<file path="src/rtl/mux_rr_reg.sv">
// Registered N-way mux with fixed-select or round-robin arbitration.
// A single output slot with valid/ready handshake that reloads on the same edge it drains.
module mux_rr_reg #(
    parameter int width  = 4,
    parameter int swidth = 3
) (
    input  logic                          clk,
    input  logic                          rst,
    input  logic [(2**swidth)*width-1:0]  i,
    input  logic [(2**swidth)-1:0]        in_valid,
    output logic [(2**swidth)-1:0]        in_ready,
    input  logic [swidth-1:0]             sel,
    input  logic                          mode,
    output logic [width-1:0]              o,
    output logic [swidth-1:0]             o_ch,
    output logic                          o_valid,
    input  logic                          o_ready
);
    localparam int N = 2**swidth;

    logic [swidth-1:0] ptr;
    logic [swidth-1:0] g;
    logic [swidth-1:0] idx;
    logic              found;
    logic              load_en;
    logic              xfer;

    // Grant selection. In fixed mode the grant exists regardless of in_valid,
    // so in_ready there does not depend on in_valid.
    always_comb begin
        load_en = (!o_valid || o_ready) && !rst;
        g       = sel;
        found   = 1'b1;
        idx     = '0;
        if (mode) begin
            g     = ptr;
            found = 1'b0;
            for (int k = 0; k < N; k++) begin
                idx = ptr + swidth'(k);
                if (!found && in_valid[idx]) begin
                    g     = idx;
                    found = 1'b1;
                end
            end
        end
    end

    genvar k;
    generate
        for (k = 0; k < N; k++) begin : g_rdy
            assign in_ready[k] = found && load_en && (g == swidth'(k));
        end
    endgenerate

    assign xfer = in_valid[g] && in_ready[g];

    always_ff @(posedge clk) begin
        if (rst) begin
            o       <= '0;
            o_ch    <= '0;
            o_valid <= 1'b0;
            ptr     <= '0;
        end else if (xfer) begin
            o       <= i[g*width +: width];
            o_ch    <= g;
            o_valid <= 1'b1;
            if (mode)
                ptr <= g + swidth'(1);
        end else if (o_valid && o_ready) begin
            o_valid <= 1'b0;
        end
    end
endmodule

</file>
<file path="config.mk">
export PLATFORM = sky130hd
export DESIGN_NAME = mux_rr_reg
export DESIGN_NICKNAME = d
export VERILOG_FILES = /design/src/rtl/mux_rr_reg.sv
export SDC_FILE = /design/constraint.sdc
export NUM_CORES = 1
export LEC_CHECK = 0
export ABC_AREA = 1
export CAP_MARGIN = 20
export CORE_MARGIN = 4
export CORE_UTILIZATION = 43
export CTS_CLUSTER_DIAMETER = 120
export CTS_CLUSTER_SIZE = 12
export DETAILED_ROUTE_END_ITERATION = 7
export PLACE_DENSITY = 0.9
export SLEW_MARGIN = 20
export SYNTH_ARGS = -nofsm -noshare
export SYNTH_HDL_FRONTEND = slang
export SYNTH_SLANG_ARGS = --single-unit
</file>
<file path="constraint.sdc">
create_clock -name clk -period 3.35 [get_ports clk]
set_input_delay 0.67 -clock clk [delete_from_list [all_inputs] [get_ports clk]]
set_output_delay 0.67 -clock clk [all_outputs]
set_load 0.02 [all_outputs]
</file>
### Metal 1, run 1

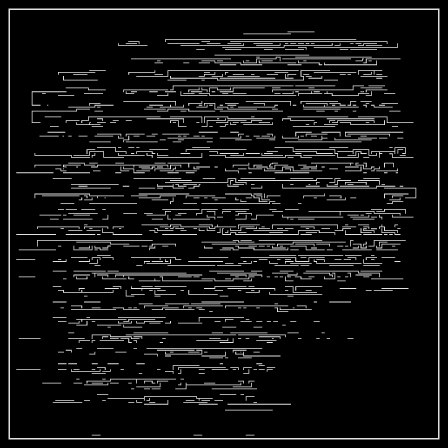
wire length on this layer	3210 um
main direction	horizontal
grt met1 use: 30.9%
Routed WL: 8860 um
routed via count: 3009

### Signal wires on met2, run 1

The bar under the picture is 20 um long.
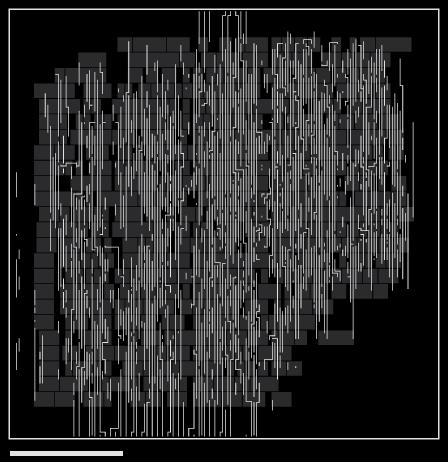
nets with wire on the layer	461
longest straight run	37.4 um
main direction	vertical
share of all routed wire	52%
met2 Use GR: 52.6%

### Signal wires on met3, run 1

The bar under the picture is 20 um long.
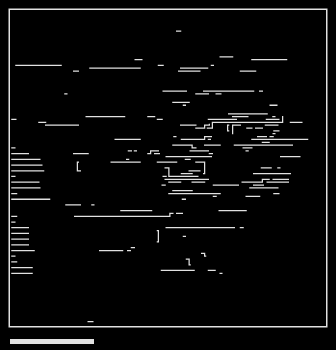
main direction	horizontal
nets with wire on the layer	94
wire length on this layer	546 um
longest straight run	22.8 um
share of all routed wire	6.2%

==> out/metrics.cfg, run 1 <==
[grt]
grt_max_degree=18
antenna_found_initial=0
grt_pass1_vias=2770
global_route.overflow_total=0
grt_pass1_wl_um=12400

[power_and_ir_drop]
p_leak_nw=1.67
vdd_drop_max_mv=0.624

[final_timing]
worst_hold_slack_ns=0.497
clock.fmax_mhz=285
relSlewSlack_pct=78.1
final-hold-violation-count=0
fin_crit_sh_pct=105
finalClockSkew_ns=0.00537
worst_slack_ns=-0.161
rsz0062_at_grt=true
drv_slew=0
fin_crit_ns=3.51
setup_violations=8
tightestPinTransition_ns=0.328

[synth]
ys_cells=351
syn_nets=402
synth.avg_cell_area_um2=5.57
top_area_cell=nand2_1
ys_types=32
synth_seq_share_pct=11.3
netlist_area_mm2=0.00196
yosysWarnings=0
synthCells=351
ys.flops=11
area_leaders=nand2_1, nand3_1, dfxtp_1
yosys_area_mm2=0.00196
top_area_share_pct=27.1

[run]
drv_cap=0
openroad.warnings=31

[final_layout]
drive_above_1_share_pct=42.0
insertedDiodeCount=0
stdcell_area_mm2=0.00347
logic_area_mm2=0.00188
flop_area_um2=229
post-route-util_pct=79.2
nFillCells=268
layout_top_cells=nand2_1, buf_4, clkdlybuf4s50_1
fin_nets=526
lay_top_count=nand2_1

[floorplan]
row_count=24
die_w_um=75.4
fp-utilization_pct=44.6
die_y_um=75.4
ios=63
die_area_mm2=0.00569
core_area_mm2=0.00438

[setup_path]
arrival_ns=2.84
start_kind=input port
crit_fanout=6
critPathKind=in -> out
crit_path_end_kind=output port
crit_required_ns=2.68

[drt]
drcViolationCount=0
wl_per_cell_um=16.8
viasPerCell=5.72

[hold_path]
worstHoldPathType=reg -> reg

[clock_network]
cts-root-buf=clkbuf_8
cts.clk_slew.worst_paths_ns=0.05
cts_max_level=1
numCtsBuffers=3
cts.sinks=11
clock_path_buffers=2
clkLatencyLatePin_ns=0.24

[status]
outcome=finished with violations
violations=negative setup slack

[placed_design]
dp_hpwl_um=5650
io_buffers=62
gp_congestion=0.970

run 1: synth_stat cells (all sizes together):
cell    number
nand2      153
nand3       72
nor2        36
inv         28
buf         12
dfxtp       11
o21ai       11
nand4        7
a21oi        6
ha           4
a31oi        2
xor2         2
nand3b       1
nor3         1
o21a         1
o21bai       1
o31ai        1
or2          1
xnor2        1
run 1: logic make-up after synthesis:
logic type / synth area share, %
buffers and inverters: 10.9
adder cells (fa/ha/maj): 2.56
XOR/XNOR: 2.11
AND/OR/NAND/NOR: 66.0
AND-OR/OR-AND: 7.23
flip-flops: 11.3
run 1: critical path: stages:
cell,delay [ns]
clkdlybuf4s15_2,0.23
nand2_2,0.13
nand3_4,0.13
nand3_4,0.11
nand2_4,0.09
nor2_8,0.12
nand4_4,0.14
nor2_8,0.18
buf_4,0.13
nand4_1,0.12
nand3_2,0.14
nand2_4,0.09
nor2_4,0.16
ha_4,0.16
inv_4,0.03
nor2_4,0.08
buf_6,0.12
run 1: metrics by stage:
stage / setup TNS [ns] / worst slack [ns] / power, mW / std cells
floorplan: -0.0490 / -0.0245 / 1.71 / 351
detailed placement: -7.86 / -0.839 / 2.57 / 510
global route: -2.24 / -0.284 / 3.53 / 526
finish: -1.15 / -0.161 / 3.33 / 526
global placement: -5.91 / -0.710 / 2.50 / 510
CTS: -0.0269 / -0.0213 / 2.93 / 522
run 1: routing by layer:
metal,share of wire [%],global-route usage (%),vias to the layer above
li1,-,-,1383
met1,36,30.9,1373
met2,52,52.6,183
met3,6.1,2.51,70
met4,5.7,12.6,0
met5,0,0,-
run 1: power breakdown:
group	internal (mW)	switching, mW	leakage, nW
combinational	1.18	1.78	1.56
sequential	0.188	0.0457	0.0921
clock	0.0834	0.0485	0.0228
run 1: layout make-up:
type                            count  share of cell area [%]
Tap cell                           52                    1.87
Sequential cell                    11                    6.59
Inverter                           28                    3.60
Timing Repair Buffer              131                    32.4
Clock buffer                        4                    1.30
Multi-Input combinational cell    300                    54.3
run 1: state kept, by name, summed over array words and instances (netlist names):
signal and flops:
o_ch 3, ptr 3, o_valid 1, o 4
run 1: final timing paths:
check	start	endpoint	slack, ns	cells after the start
worst min-delay path	o_ch[2]	o_ch[2]	0.50	2
worst max register to register	ptr[0]	o[3]	0.16	23
worst max-delay path	in_valid[3]	in_ready[3]	-0.16	17
worst min register to register	o_ch[2]	o_ch[2]	0.50	2
run 1: timing repair:
item                       4_1_cts  5_1_grt
setup buffers                    8        4
pin swaps                       40       26
resized                        113       45
setup endpoints to repair        9       14
==> run 2, diff against run 1 <==
--- a/config.mk
+++ b/config.mk
@@ -10,9 +10,10 @@
 export CORE_MARGIN = 4
 export CORE_UTILIZATION = 43
 export CTS_CLUSTER_DIAMETER = 120
-export CTS_CLUSTER_SIZE = 12
 export DETAILED_ROUTE_END_ITERATION = 7
+export MAX_ROUTING_LAYER = met4
 export PLACE_DENSITY = 0.9
+export SKIP_CTS_REPAIR_TIMING = 1
 export SLEW_MARGIN = 20
 export SYNTH_ARGS = -nofsm -noshare
 export SYNTH_HDL_FRONTEND = slang
==> out/metrics.cfg, run 2 <==
[final_layout]
fin_nets=522
insertedDiodeCount=0
largest_reg_flops=4
layout_top_cells=nand2_1, buf_4, nand3_1
area_growth_syn_to_layout_pct=65.9
regMostFlops=o
drive_above_1_share_pct=33.0
nFillCells=322
reg_top3=o (4), o_ch (3), ptr (3)
instances_no_fill=522
lay_top_count=nand2_1

[synth]
synth-main-ff-cell=dfxtp_1
top_area_share_pct=27.1
edf_count=0
top_area_cell=nand2_1
most_common_cell=nand2_1
yosysWarnings=0
synth_seq_share_pct=11.3
yosys_area_mm2=0.00196
ys_cells=351
netlist_area_mm2=0.00196
common_cells=nand2_1, nand3_1, nor2_1
synthCells=351
ys.flops=11
syn_nets=402
area_leaders=nand2_1, nand3_1, dfxtp_1
ys_types=32
synthArstFlopShare_pct=0
synth.avg_cell_area_um2=5.57

[setup_path]
crit_chain=inv_2 -> ha_4 -> nand3_1 -> nand3_2 -> nand2_4 -> nor2_8 -> nand4_4 -> nor2_8 -> nand3_4 -> o21bai_4 -> inv_2 -> a21oi_4 -> nor2_2 -> ha_1 -> inv_2 -> nor2_4 -> buf_4
crit_required_ns=2.68
arrival_ns=2.79
critPathKind=reg -> out
cp.buffers_inverters=4
crit_path_end_kind=output port
crit_fanout=6
crit_top_cell=inv_2
start_kind=register
crit_path_top_delay_cell=dfxtp_4
cpPeakStageDelay_ns=0.36
timing.critical_path.max_delay_family=simple AND/OR/NAND/NOR gates

[placed_design]
gp_congestion=0.961
io_buffers=62
dp_hpwl_um=5770
place_inst=513

[grt]
grt_pass1_wl_um=10700
grt_pass1_vias=2531
grt_usage_pct=24.4
grt_max_degree=18
antenna_found_initial=0
global_route.overflow_total=0

[floorplan]
die_w_um=75.4
core_area_mm2=0.00438
fp-utilization_pct=44.6
row_count=24
ios=63
die_y_um=75.4
die_area_mm2=0.00569

[drt]
routed-wl-met3_um=294
met2_length_um=3910
drtIter0Drc=159
drcViolationCount=0
m1WireLength_um=2800
drt_first_pass_iters=4
drt_wl_total_um=7140
highest_layer=met4
viasPerCell=5.24
ant_nets=0
num_vias=2733
wl_per_cell_um=13.7

[power_and_ir_drop]
vdd_drop_max_mv=0.616
powerDensity_mw_per_mm2=902
p_leak_nw=1.67
total_power_mw=2.93

[clock_network]
clkLatencyLatePin_ns=0.24
cts.clk_slew.worst_paths_ns=0.05
cts.sinks=11
clock_path_buffers=2
cts_tree=yes
cts-root-buf=clkbuf_8
cts_max_level=1
numCtsBuffers=3

[final_timing]
relSlewSlack_pct=77.3
tightestPinTransition_ns=0.339
worst_slack_ns=-0.114
finalClockSkew_ns=0.00688
setup_violations=7
clock.fmax_mhz=289
fin_crit_sh_pct=103
drv_slew=0
rsz0062_at_grt=true
final-hold-violation-count=0
fin_crit_ns=3.46

[status]
violations=negative setup slack
outcome=finished with violations

[hold_path]
worstHoldPathType=reg -> reg

[run]
drv_cap=0
openroad.warnings=30

## run 2: cell counts after synthesis
No cell type changed its count.
## run 2: through the flow
stage                     instance area, um2  util, %  setup WS (ns)  TNS [ns]  hold slack (ns)
after global placement                  3020     68.9         -0.702     -5.88            0.467
final                                   3240     74.0         -0.114    -0.519            0.480
after floorplan                         1990        -        -0.0245   -0.0490            0.530
after global routing                    3240     74.0         -0.253     -1.61            0.489
after CTS                               3070     70.0         -0.810     -6.12            0.475
after detailed placement                3020     68.9         -0.800     -7.65            0.465
## run 2: logic make-up (layout without fill, tap and decap cells)
group	Yosys count	count (layout)	share of synthesized area (%)
adder cells (fa/ha/maj)	4	4	2.56
AND/OR/NAND/NOR	271	271	66.0
AND-OR/OR-AND	22	22	7.23
buffers and inverters	40	159	10.9
flip-flops	11	11	11.3
XOR/XNOR	3	3	2.11
## run 2: cell type report
cell class                      count  area [um2]  area share (%)
Multi-Input combinational cell    300        1690            52.2
Inverter                           28         110            3.39
Sequential cell                    11         228            7.02
Timing Repair Buffer              127        1100            34.0
Tap cell                           52        65.1            2.01
Clock buffer                        4        45.0            1.39
## run 2: routing by layer
layer / GRT usage, % / vias to the layer above
li1: - / 1371
met1: 26.7 / 1259
met2: 47.2 / 84
met3: 1.98 / 19
met4: 5.83 / 0
met5: - / -
## run 2: path summary, 6_finish.rpt
| kind | startpoint | end | slack (ns) | cells past startpoint |
|---|---|---|---|---|
| max | ptr[0] | in_ready[7] | -0.11 | 17 |
| min | o_ch[2] | o_ch[2] | 0.48 | 2 |
| max reg2reg | ptr[0] | o_valid | 0.24 | 21 |
| min reg2reg | o_ch[2] | o_ch[2] | 0.48 | 2 |
## run 2: tightest hold or removal path, cell delays in order, from the launching register on
cell and delay [ns]:
dfxtp_1 0.32, nand2_1 0.07, a21oi_1 0.05
## run 2: power breakdown
group | switching [mW] | total (mW) | internal (mW)
Clock | 0.0495 | 0.133 | 0.0835
Combinational | 1.50 | 2.57 | 1.07
Sequential | 0.0388 | 0.226 | 0.187
### Signal wires on met2, run 2

The bar under the picture is 20 um long.
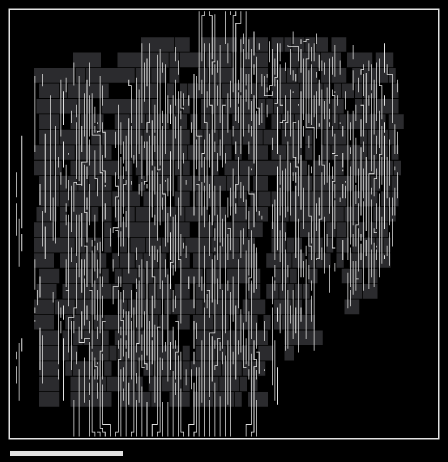
nets with wire on the layer	443
wire length on this layer	3910 um
main direction	vertical
share of all routed wire	55%

==> run 3, diff against run 2 <==
--- a/config.mk
+++ b/config.mk
@@ -7,6 +7,7 @@
 export LEC_CHECK = 0
 export ABC_AREA = 1
 export CAP_MARGIN = 20
+export CORE_ASPECT_RATIO = 0.6
 export CORE_MARGIN = 4
 export CORE_UTILIZATION = 43
 export CTS_CLUSTER_DIAMETER = 120
### Routing congestion, run 3

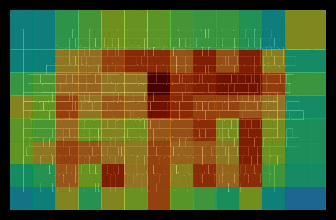
global route hottest layer: met2
grt met1 use: 38.8%

==> out/metrics.cfg, run 3 <==
[clock_network]
clkLatencyLatePin_ns=0.25
cts_tree=yes
cts.sinks=11
clock_path_buffers=2

[grt]
grt_pass1_vias=2482
antenna_found_initial=0
grt_pass1_wl_um=11700
grt_max_degree=18
global_route.overflow_total=0

[setup_path]
crit_required_ns=2.68
reg2regPathDepth=26
start_kind=register
crit_fanout=6
crit_chain=inv_2 -> ha_4 -> inv_4 -> nand3_1 -> nand2_1 -> nand2_1 -> nand2_2 -> nand4_4 -> nor2_8 -> nand2_2 -> o21ai_1 -> inv_1 -> nand2_1 -> nand2_1 -> nand2_2 -> nand2_4 -> inv_2 -> ha_1 -> inv_2 -> nor2_4 -> buf_6
crit_path_top_delay_cell=dfxtp_2
worst-r2r-setup-slack_ns=0.24
crit_top_cell=nand2_1
r2r-end=o[3]
cpPeakStageDelay_ns=0.34

[final_timing]
fin_crit_sh_pct=107
final-hold-violation-count=0
tightestPinTransition_ns=0.308
setup_violations=8
finalClockSkew_ns=0.00628
clock.fmax_mhz=278
fin_crit_ns=3.59
worst_slack_ns=-0.242

[final_layout]
reg_top3=o (4), o_ch (3), ptr (3)
regMostFlops=o
drive_above_1_share_pct=35.0
largest_reg_flops=4
fin_nets=518
lay_top_count=nand2_1
layout_top_cells=nand2_1, buf_4, nand3_1
stdcell_area_mm2=0.00326

[status]
outcome=finished with violations
violations=negative setup slack

[synth]
netlist_area_mm2=0.00196
yosysWarnings=0
top_area_cell=nand2_1
ys.flops=11
most_common_cell=nand2_1
top_area_share_pct=27.1
synthCells=351
area_leaders=nand2_1, nand3_1, dfxtp_1
synth-main-ff-cell=dfxtp_1
yosys_area_mm2=0.00196
ys_types=32
synth.avg_cell_area_um2=5.57
syn_nets=402
synth_seq_share_pct=11.3

[run]
drv_cap=0
openroad.warnings=30

[placed_design]
io_buffers=62
placed_cell_area_mm2=0.00302

[floorplan]
row_count=18
die_w_um=95.1
ios=63
core_area_mm2=0.00423
die_y_um=60.2
die_area_mm2=0.00573

[power_and_ir_drop]
switching_power_mw=1.75
p_leak_nw=1.65
pwr-share-comb_pct=88.5
powerDensity_mw_per_mm2=953
pwr-share-clk_pct=4.4
swShare_pct=56.2

[drt]
drt_first_pass_iters=7
wl_per_cell_um=16.7
ant_nets=0
drcViolationCount=0
drtIter0Drc=521

[hold_path]
hp-start=o_ch[2]
hold_depth=2

run 3: cell count changes in the layout (fill, tap and decap cells not counted), moves of 2 or more:
cell	before	now
dlymetal6s2s_1	8	6
dfxtp_4	2	0
nand3_1	51	47
inv_1	17	14
buf_4	68	63
nand2_2	17	19
nand3_2	19	23
buf_12	0	2
dfxtp_2	0	2
nand2_1	131	128
inv_2	9	12
run 3: power groups by stage:
stage	logic, mW	clock network, mW	registers (mW)
3_3_place_gp	2.32	0	0.217
6_report	2.75	0.138	0.220
3_5_place_dp	2.37	0	0.219
4_1_cts	2.39	0.139	0.218
5_1_grt	2.93	0.141	0.225
2_1_floorplan	1.45	0	0.264
run 3: through the flow:
step	power, mW	setup TNS (ns)	std cells	worst slack, ns	utilization, %
2_1_floorplan	1.71	-0.0490	351	-0.0245	-
3_3_place_gp	2.53	-7.71	516	-0.817	71.3
3_5_place_dp	2.59	-9.14	516	-0.884	71.3
4_1_cts	2.74	-7.02	520	-0.893	72.4
5_1_grt	3.29	-2.36	526	-0.359	77.1
6_report	3.11	-1.34	526	-0.242	77.1
run 3: cells by family (layout without fill, tap and decap cells):
group | after synthesis | after routing | share of synthesized area [%]
AOI/OAI and AO/OA | 22 | 22 | 7.23
xor gates and xnor gates | 3 | 3 | 2.11
adders and majority gates | 4 | 4 | 2.56
buffers and inverters | 40 | 155 | 10.9
DFF | 11 | 11 | 11.3
and+or+nand+nor | 271 | 271 | 66.0
run 3: worst max-delay path: cells and delay by family, from the launching register on:
| kind | cells | cell delay, ns |
|---|---|---|
| simple gates | 12 | 1.32 |
| fa+ha+maj | 2 | 0.44 |
| buf+inv | 6 | 0.44 |
| flops | 1 | 0.34 |
| compound gates | 1 | 0.11 |
run 3: how the worst max path moves through the flow:
stage	start	cells past startpoint	endpoint	slack (ns)
floorplan	ptr[0]	18	in_ready[1]	-0.02
global placement	in_valid[1]	20	in_ready[7]	-0.82
detailed placement	in_valid[0]	20	in_ready[3]	-0.88
CTS	in_valid[0]	20	in_ready[3]	-0.89
global route	ptr[1]	21	in_ready[3]	-0.36
finish	ptr[1]	21	in_ready[3]	-0.24
run 3: final cells by class:
class	count	area (um2)
multi-input cells	300	1730
repair buffers	123	1080
fillers	294	971
flip-flops and latches	11	223
inverters	28	110
well taps	60	75.1
clock buffers	4	45.0
run 3: metal layers:
| layer | GRT usage [%] | up-vias | wire [um] |
|---|---|---|---|
| met5 | - | - | 0 |
| met4 | 5.34 | 0 | 257 |
| met3 | 4.28 | 43 | 1150 |
| met2 | 39.3 | 254 | 3820 |
| met1 | 38.8 | 1362 | 3580 |
| li1 | - | 1365 | - |

## Gallery

M4 wires.
shot_01.png
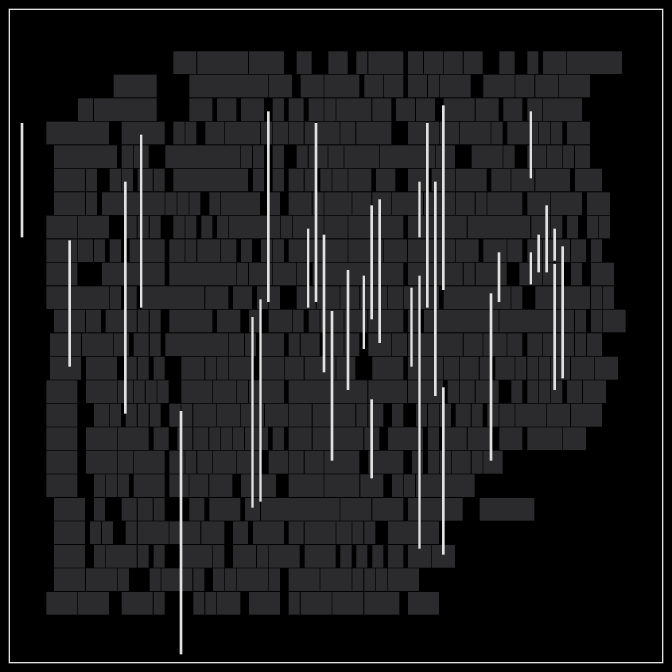
shot_02.png
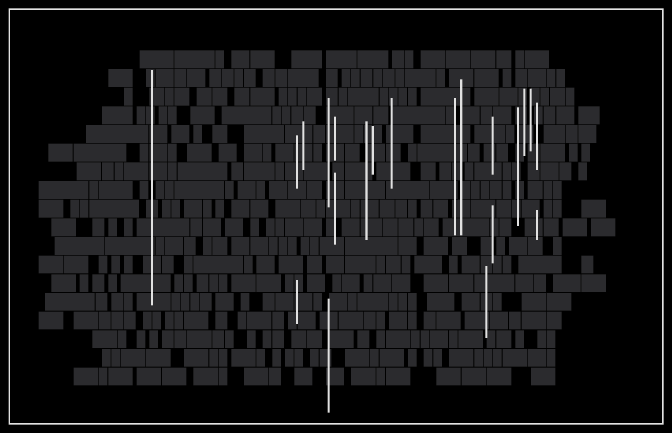
- run 1 = shot_01.png
- run 3 = shot_02.png

Key to shot_01.png:
wire length on this layer	501 um
longest straight run	31.3 um
nets with wire on the layer	31

Power and IR drop assume default switching activity.
